`src/rtl/button_conditioner_if.sv`:
```
// ---------------------------------------------------------------------------
// button_conditioner_if
//
// Bundles the five push-button signals exchanged between the board-side
// source (raw buttons in, conditioned outputs observed) and the
// button_conditioner block.
//
// Signals (bit 0 Up, 1 Down, 2 Left, 3 Right, 4 Centre; 1 = pressed):
//   Bt_Raw    raw asynchronous buttons, driven by the board side
//   Bt_Level  debounced level per button, driven by the conditioner
//   Bt_Press  one-cycle press pulse per button, driven by the conditioner
//
// Modports:
//   master  board side / consumer: drives Bt_Raw, observes the outputs
//   slave   button_conditioner: samples Bt_Raw, drives Bt_Level/Bt_Press
// ---------------------------------------------------------------------------
interface button_conditioner_if;

    logic [4:0] Bt_Raw;
    logic [4:0] Bt_Level;
    logic [4:0] Bt_Press;

    modport master (
        output Bt_Raw,
        input  Bt_Level,
        input  Bt_Press
    );

    modport slave (
        input  Bt_Raw,
        output Bt_Level,
        output Bt_Press
    );

endinterface

```
`src/rtl/button_conditioner.sv`:
```
// ---------------------------------------------------------------------------
// button_conditioner
//
// Front-end stage for the five board push-buttons. Each raw button is
// synchronised to sysclk through two flops, debounced by its own stability
// counter, and presented as a clean level plus a one-cycle press pulse.
// Buttons are fully independent; several press bits may be high together.
//
// Parameters:
//   DEBOUNCE_CYCLES  consecutive cycles the synchronised input must differ
//                    from the current level before the level flips (>= 2)
//   REPEAT_DELAY     cycles from a press pulse to the first auto-repeat pulse
//   REPEAT_PERIOD    cycles between subsequent auto-repeat pulses
//
// Ports:
//   sysclk  in   system clock, all logic on its rising edge
//   reset   in   synchronous, active-high reset
//   btn     slave modport of button_conditioner_if
//             Bt_Raw   in   raw buttons (asynchronous)
//             Bt_Level out  debounced levels
//             Bt_Press out  registered one-cycle press pulses
//
// Optional feature (compile-time macro BTN_AUTOREPEAT_EN):
//   When defined, Up/Down/Left/Right (bits 0-3) emit extra single-cycle
//   press pulses while held: the first REPEAT_DELAY cycles after the press
//   pulse, then every REPEAT_PERIOD cycles. Centre (bit 4) never repeats.
//   When undefined, no repeat logic is built and each debounced press gives
//   exactly one pulse.
// ---------------------------------------------------------------------------
module button_conditioner #(
    parameter int DEBOUNCE_CYCLES = 1000000,
    parameter int REPEAT_DELAY    = 50000000,
    parameter int REPEAT_PERIOD   = 10000000
) (
    input logic                 sysclk,
    input logic                 reset,
    button_conditioner_if.slave btn
);

    localparam int N_BTN = 5;
    localparam int CNT_W = $clog2(DEBOUNCE_CYCLES);
    localparam logic [CNT_W-1:0] CNT_LAST = CNT_W'(DEBOUNCE_CYCLES - 1);

    // Elaboration-time guards on the configuration.
    if (DEBOUNCE_CYCLES < 2) begin : g_bad_debounce
        $error("button_conditioner: DEBOUNCE_CYCLES must be at least 2");
    end
    if (REPEAT_DELAY < 1 || REPEAT_PERIOD < 1) begin : g_bad_repeat
        $error("button_conditioner: REPEAT_DELAY and REPEAT_PERIOD must be at least 1");
    end

    // -----------------------------------------------------------------------
    // Synchroniser: two flops per bit; only s2 feeds the debounce logic.
    // -----------------------------------------------------------------------
    logic [N_BTN-1:0] s1;
    logic [N_BTN-1:0] s2;

    always_ff @(posedge sysclk) begin
        // NOTE: sequential state uses non-blocking assignments so every flop
        // samples the pre-edge value of its source; blocking here would let
        // s2 see the new s1 and collapse the two stages into one.
        if (reset) begin
            s1 <= '0;
            s2 <= '0;
        end else begin
            s1 <= btn.Bt_Raw;
            s2 <= s1;
        end
    end

    // -----------------------------------------------------------------------
    // Debounce: per-bit stability counter and level.
    // -----------------------------------------------------------------------
    logic [N_BTN-1:0] level_q;
    logic [N_BTN-1:0] level_d;
    logic [CNT_W-1:0] cnt_q [N_BTN];
    logic [CNT_W-1:0] cnt_d [N_BTN];
    logic [N_BTN-1:0] flip;       // level toggles at this edge
    logic [N_BTN-1:0] rise;       // level goes 0 -> 1 at this edge
    logic [N_BTN-1:0] press_q;
    logic [N_BTN-1:0] press_d;

    always_comb begin
        // NOTE: every combinational output gets a default before any
        // conditional assignment; a path that leaves a signal unassigned
        // would otherwise infer a latch.
        level_d = level_q;
        flip    = '0;
        for (int i = 0; i < N_BTN; i++) begin
            cnt_d[i] = '0;
            if (s2[i] != level_q[i]) begin
                if (cnt_q[i] == CNT_LAST) begin
                    // Input has differed for DEBOUNCE_CYCLES cycles in a row.
                    flip[i]    = 1'b1;
                    level_d[i] = ~level_q[i];
                end else begin
                    cnt_d[i] = cnt_q[i] + 1'b1;
                end
            end
            // s2 matching the level leaves cnt_d at 0, so any glitch shorter
            // than DEBOUNCE_CYCLES restarts the count.
        end
        rise = flip & ~level_q;
    end

`ifdef BTN_AUTOREPEAT_EN
    // -----------------------------------------------------------------------
    // Auto-repeat for the four direction buttons (bits 0-3).
    // Per bit: IDLE while released, DELAY until the first repeat, then
    // PERIOD for every later repeat. The counter clears on the press pulse
    // and on every repeat pulse.
    // -----------------------------------------------------------------------
    localparam int N_RPT   = 4;
    localparam int RPT_MAX = (REPEAT_DELAY > REPEAT_PERIOD) ? REPEAT_DELAY : REPEAT_PERIOD;
    localparam int RPT_W   = (RPT_MAX > 1) ? $clog2(RPT_MAX) : 1;
    localparam logic [RPT_W-1:0] DELAY_LAST  = RPT_W'(REPEAT_DELAY - 1);
    localparam logic [RPT_W-1:0] PERIOD_LAST = RPT_W'(REPEAT_PERIOD - 1);

    typedef enum logic [1:0] {
        RPT_IDLE,
        RPT_DELAY,
        RPT_PERIOD
    } rpt_state_t;

    rpt_state_t       rpt_state_q [N_RPT];
    rpt_state_t       rpt_state_d [N_RPT];
    logic [RPT_W-1:0] rpt_cnt_q   [N_RPT];
    logic [RPT_W-1:0] rpt_cnt_d   [N_RPT];
    logic [N_RPT-1:0] rpt_pulse;

    always_ff @(posedge sysclk) begin
        if (reset) begin
            for (int i = 0; i < N_RPT; i++) begin
                rpt_state_q[i] <= RPT_IDLE;
                rpt_cnt_q[i]   <= '0;
            end
        end else begin
            for (int i = 0; i < N_RPT; i++) begin
                rpt_state_q[i] <= rpt_state_d[i];
                rpt_cnt_q[i]   <= rpt_cnt_d[i];
            end
        end
    end

    always_comb begin
        rpt_pulse = '0;
        for (int i = 0; i < N_RPT; i++) begin
            rpt_state_d[i] = rpt_state_q[i];
            rpt_cnt_d[i]   = rpt_cnt_q[i];
            if (rise[i]) begin
                // Fresh press: the press pulse itself is emitted by the
                // debounce path; start timing the first repeat from here.
                rpt_state_d[i] = RPT_DELAY;
                rpt_cnt_d[i]   = '0;
            end else if (!level_q[i] || flip[i]) begin
                // Released, or being released on this very edge: stop at
                // once and never pulse on the release edge.
                rpt_state_d[i] = RPT_IDLE;
                rpt_cnt_d[i]   = '0;
            end else begin
                unique case (rpt_state_q[i])
                    RPT_DELAY: begin
                        if (rpt_cnt_q[i] == DELAY_LAST) begin
                            rpt_pulse[i]   = 1'b1;
                            rpt_cnt_d[i]   = '0;
                            rpt_state_d[i] = RPT_PERIOD;
                        end else begin
                            rpt_cnt_d[i] = rpt_cnt_q[i] + 1'b1;
                        end
                    end
                    RPT_PERIOD: begin
                        if (rpt_cnt_q[i] == PERIOD_LAST) begin
                            rpt_pulse[i] = 1'b1;
                            rpt_cnt_d[i] = '0;
                        end else begin
                            rpt_cnt_d[i] = rpt_cnt_q[i] + 1'b1;
                        end
                    end
                    default: begin
                        // Held level without a recorded press (cannot occur
                        // after reset); stay idle rather than repeat.
                        rpt_state_d[i] = RPT_IDLE;
                        rpt_cnt_d[i]   = '0;
                    end
                endcase
            end
        end
    end

    // Centre (bit 4) only ever gets the initial press pulse.
    assign press_d = rise | {1'b0, rpt_pulse};
`else
    assign press_d = rise;
`endif

    // -----------------------------------------------------------------------
    // Debounce state and registered outputs.
    // -----------------------------------------------------------------------
    always_ff @(posedge sysclk) begin
        if (reset) begin
            level_q <= '0;
            press_q <= '0;
            // NOTE: the counters are a handful of flops, not a RAM, so
            // clearing the whole array in reset is cheap and required for a
            // mid-count reset to restart debouncing cleanly.
            for (int i = 0; i < N_BTN; i++) begin
                cnt_q[i] <= '0;
            end
        end else begin
            level_q <= level_d;
            press_q <= press_d;
            for (int i = 0; i < N_BTN; i++) begin
                cnt_q[i] <= cnt_d[i];
            end
        end
    end

    assign btn.Bt_Level = level_q;
    assign btn.Bt_Press = press_q;

endmodule

```
`src/flat_wrapper.sv`:
```
// flat-port wrapper written by rule: the top's interface ports become plain ports
module button_conditioner_flat 
#(
    parameter int DEBOUNCE_CYCLES = 1000000,
    parameter int REPEAT_DELAY    = 50000000,
    parameter int REPEAT_PERIOD   = 10000000
)
  (sysclk, reset, btn_Bt_Raw, btn_Bt_Level, btn_Bt_Press);
  button_conditioner_if btn_i ();
  input logic sysclk;
  input logic reset;
  input wire logic [$bits(btn_i.Bt_Raw)-1:0] btn_Bt_Raw;
  output wire logic [$bits(btn_i.Bt_Level)-1:0] btn_Bt_Level;
  output wire logic [$bits(btn_i.Bt_Press)-1:0] btn_Bt_Press;
  assign btn_i.Bt_Raw = btn_Bt_Raw;
  assign btn_Bt_Level = btn_i.Bt_Level;
  assign btn_Bt_Press = btn_i.Bt_Press;
  button_conditioner #(.DEBOUNCE_CYCLES(DEBOUNCE_CYCLES), .REPEAT_DELAY(REPEAT_DELAY), .REPEAT_PERIOD(REPEAT_PERIOD)) u_core (.sysclk(sysclk), .reset(reset), .btn(btn_i));
endmodule
```
`config.mk`:
```
export PLATFORM = sky130hd
export DESIGN_NAME = button_conditioner_flat
export DESIGN_NICKNAME = d
export VERILOG_FILES = /design/src/rtl/button_conditioner_if.sv /design/src/rtl/button_conditioner.sv /design/src/flat_wrapper.sv
export SDC_FILE = /design/constraint.sdc
export NUM_CORES = 1
export LEC_CHECK = 0
export ABC_AREA = 1
export CAP_MARGIN = 30
export CORE_MARGIN = 4
export CORE_UTILIZATION = 50
export DETAILED_ROUTE_END_ITERATION = 10
export PLACE_DENSITY = 0.67
export SKIP_CTS_REPAIR_TIMING = 1
export SYNTH_ARGS = -nofsm -noshare
export SYNTH_HDL_FRONTEND = slang
export SYNTH_SLANG_ARGS = --single-unit
```
`constraint.sdc`:
```
create_clock -name sysclk -period 1.9 [get_ports sysclk]
set_input_delay 0.57 -clock sysclk [delete_from_list [all_inputs] [get_ports sysclk]]
set_output_delay 0.57 -clock sysclk [all_outputs]
set_load 0.005 [all_outputs]
```
Fig. 1: run 1, M1 wires
Cells faint in the background.
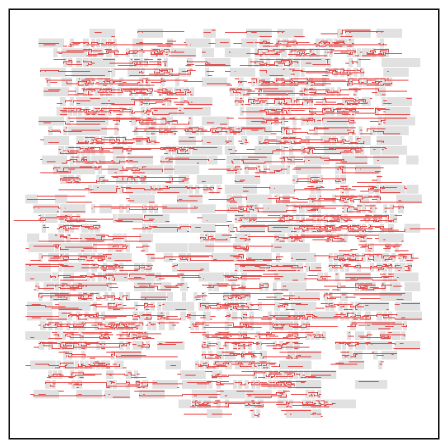
- nets with wire on the layer: 954
- wire length on this layer: 6770 um
vias: 5678
met1 Usage GRT: 0.264

Fig. 2: run 1, the metal 2 layer
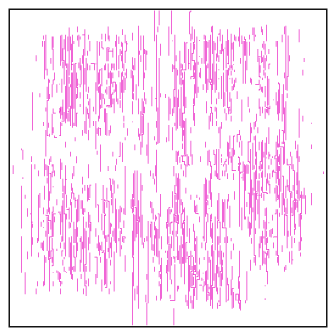
- longest straight run: 34.7 um
- main direction: vertical
Routed WL: 13600 um
met2 GRT Util: 0.312

Fig. 3: run 1, met3 routing
Cells faint in the background.
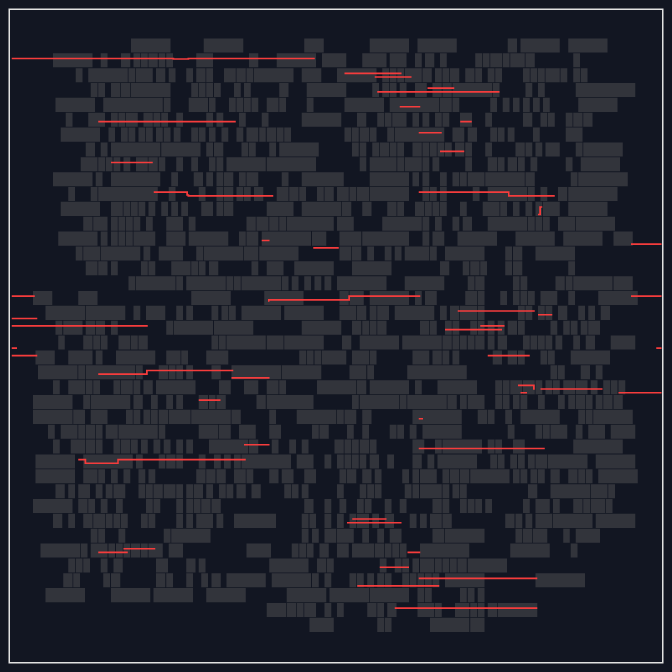
- wire length on this layer: 527 um
- nets with wire on the layer: 35
- main direction: horizontal
- share of all routed wire: 3.9%
- longest straight run: 29.4 um
met3 Track Usage GR: 0.0541

==> results.yml, run 1 <==
# generated from flow reports
yosys:
  area_leaders: "dfxtp_1, nand2_1, nor2_1, inv_1, nand3_1"
  most_common_cell: "nand2_1"
  ff_type: "dfxtp_1"
  ys.warnings.count: 0
  ys_seq_share: 0.387
timing:
  whs_ps: 400
  worst_slew_pin_slew_ps: 349
  clock_skew_ps: 3.40
power_and_ir_drop:
  p_switching_mw: 1.21
  clockPowerShare: 0.566
  power.share.switching: 0.201
outcome:
  status: "completed"
detailed_routing:
  drc_errors: 0
  drtIter0Drc: 316
place:
  place.gp.congestion: 0.886
final_layout:
  fillers: 1157
  fin_area_um2: 7270
  lay_top_cells: "nand2_1, nor2_1, dfxtp_1"
  mi_logic_area_um2: 3280
critical_path:
  cp.arrival_ps: 1220
  reg2reg_depth: 7
  required_ps: 1330
  cp.depth: 1
min_path:
  min_to: "u_core.s2[2]$_SDFF_PP0_"
floorplan:
  fp-utilization: 0.514
## run 1: layer usage
| metal | up-vias | track usage | wire, um |
|---|---|---|---|
| li1 | 3069 | - | - |
| met1 | 2511 | 0.264 | 6770 |
| met2 | 83 | 0.312 | 6110 |
| met3 | 15 | 0.0541 | 526 |
| met4 | 0 | 0.0594 | 166 |
| met5 | - | 0 | 0 |
## run 1: metrics by stage
stage | power (mW) | worst slack (ps)
4_1_cts | 6.08 | -98.4
6_report | 6.02 | 114
3_3_place_gp | 2.67 | 38.7
2_1_floorplan | 2.63 | 476
5_1_grt | 6.23 | 54.5
3_5_place_dp | 2.67 | 17.7
## run 1: sequential cells by signal (all words and copies together), names as in the netlist
name,count
u_core.cnt_q,100
u_core.btn.Bt_Level,5
u_core.btn.Bt_Press,5
u_core.s1,5
u_core.s2,5
## run 1: power by group through the flow
stage | combinational, mW | sequential (mW) | clock, mW
2_1_floorplan | 0.0437 | 2.59 | 0
3_3_place_gp | 0.0774 | 2.59 | 0
3_5_place_dp | 0.0779 | 2.59 | 0
4_1_cts | 0.0781 | 2.54 | 3.46
5_1_grt | 0.0875 | 2.53 | 3.61
6_report | 0.0765 | 2.53 | 3.40
## run 1: layout make-up
class	count	area share
multi-input combinational	699	0.451
sequential	120	0.332
clock buffer	19	0.0623
inverter	119	0.0614
timing repair buffer	26	0.0396
tap	168	0.0289
clock inverter	13	0.0243
## run 1: cell families after synthesis
kind of cell | after synthesis | synth area share
AND-OR/OR-AND | 60 | 0.0496
XOR/XNOR | 37 | 0.0522
adder cells (fa/ha/maj) | 5 | 0.0101
buffers and inverters | 130 | 0.0833
flip-flops | 120 | 0.387
AND/OR/NAND/NOR | 597 | 0.417
Fig. 4: run 1, metal 4
Scale bar: 20 um. Cells faint in the background.
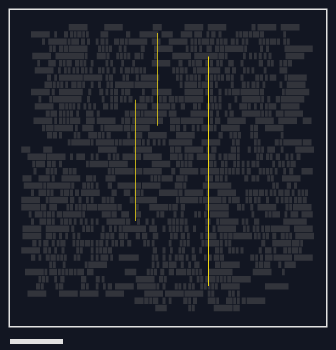

==> inputs of run 2 (changes only) <==
--- a/config.mk
+++ b/config.mk
@@ -10,6 +10,7 @@
 export CORE_MARGIN = 4
 export CORE_UTILIZATION = 50
 export DETAILED_ROUTE_END_ITERATION = 10
+export GPL_TIMING_DRIVEN = 0
 export PLACE_DENSITY = 0.67
 export SKIP_CTS_REPAIR_TIMING = 1
 export SYNTH_ARGS = -nofsm -noshare
Fig. 5: run 2, metal 4
Scale bar: 20 um. Cells faint in the background.
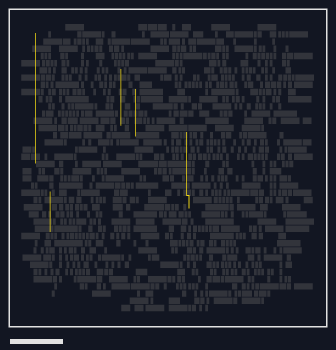
- wire length on this layer: 132 um
- nets with wire on the layer: 3
vias: 5683
Routed WL: 13400 um

==> run 2 against run 1 <==
  * Synthesized cell count is the same
  * Highest routed layer unchanged
  * Clock power shrank 4%
  * Via count is essentially flat
  * Sequential share of layout area grew 0.32 points
  * Final area shrank 1.0%
  * Count of clock-buffer cells in the layout grew 1
  * Sequential cell count is the same
  * Register-to-register slack lost 60 ps
  * First-iteration DRC count grew 20%
  * Largest cell class unchanged
==> results.yml, run 2 <==
# generated from flow reports
outcome:
  status: "completed"
floorplan:
  die-height_um: 119
  fp-utilization: 0.514
  coreArea_um2: 12100
yosys:
  synth.avg_cell_area_um2: 6.54
  synthAdderAreaFrac: 0.0101
  ys.warnings.count: 0
  mux_share: 0
  most_common_cell: "nand2_1"
  ys_chip_area_um2: 6200
  top_logic_kind: "simple AND/OR/NAND/NOR gates"
  synth-xor-area-share: 0.0522
  ys_seq_share: 0.387
  ys_sh_aoi: 0.0496
  area_leaders: "dfxtp_1, nand2_1, nor2_1, inv_1, nand3_1"
  ff_type: "dfxtp_1"
detailed_routing:
  drtIter0Drc: 378
  drc_errors: 0
  wl_per_cell_um: 11.5
place:
  place.gp.congestion: 0.893
critical_path:
  required_ps: 1330
  reg2reg_depth: 7
  cp.depth: 1
  cp.arrival_ps: 1280
power_and_ir_drop:
  power.share.switching: 0.202
  ir_drop_mv: 0.586
  p_switching_mw: 1.19
  power_mw: 5.86
  clockPowerShare: 0.555
  seqPwrFrac: 0.433
timing:
  fin_ws_ps: 47.7
  tns_ps: 0
  hold_violations: 0
  clock_skew_ps: 5.30
  worst_slew_pin_slew_ps: 438
final_layout:
  lay_top_cells: "nand2_1, nor2_1, dfxtp_1"
  regMostFlops: "u_core.cnt_q"
  largest_reg_flops: 100
run 2: cell counts after synthesis:
Identical to the previous run, type by type.
run 2: metrics by stage:
stage	area, um^2	hold slack (ps)
floorplan	6200	388
global placement	6570	389
detailed placement	6570	392
CTS	7180	400
global route	7200	423
finish	7200	398
run 2: power groups by stage:
stage / Combinational [mW] / Clock [mW] / Sequential, mW
after floorplan: 0.0437 / 0 / 2.59
after global placement: 0.0737 / 0 / 2.59
after detailed placement: 0.0735 / 0 / 2.59
after CTS: 0.0738 / 3.31 / 2.54
after global routing: 0.0818 / 3.44 / 2.54
final: 0.0722 / 3.26 / 2.54
run 2: layer usage:
| metal | up-vias | wire [um] | global-route usage |
|---|---|---|---|
| met5 | - | 0 | 0 |
| met4 | 0 | 132 | 0.0558 |
| met3 | 13 | 548 | 0.0518 |
| met2 | 85 | 5780 | 0.304 |
| met1 | 2514 | 6930 | 0.283 |
| li1 | 3071 | - | - |
run 2: worst paths after layout:
check,from,to
max,u_core.btn.Bt_Level[3]$_SDFFE_PP0P_,btn_Bt_Level[3]
min,u_core.s1[1]$_SDFF_PP0_,u_core.s2[1]$_SDFF_PP0_
max reg2reg,u_core.cnt_q[0][40]$_SDFF_PP0_,u_core.cnt_q[0][59]$_SDFF_PP0_
min reg2reg,u_core.s1[1]$_SDFF_PP0_,u_core.s2[1]$_SDFF_PP0_
run 2: cells by family after synthesis:
family / after synthesis
simple gates: 597
buf+inv: 130
flops: 120
compound gates: 60
fa+ha+maj: 5
xor+xnor: 37
run 2: layout make-up:
cell class | instances | area (um^2)
fillers | 1180 | 4860
multi-input cells | 699 | 3290
flip-flops and latches | 120 | 2410
clock buffers | 20 | 457
inverters | 119 | 447
well taps | 168 | 210
repair buffers | 16 | 165
clock inverters | 12 | 150
plain buffers | 11 | 70.1
Power and IR drop assume default switching activity.
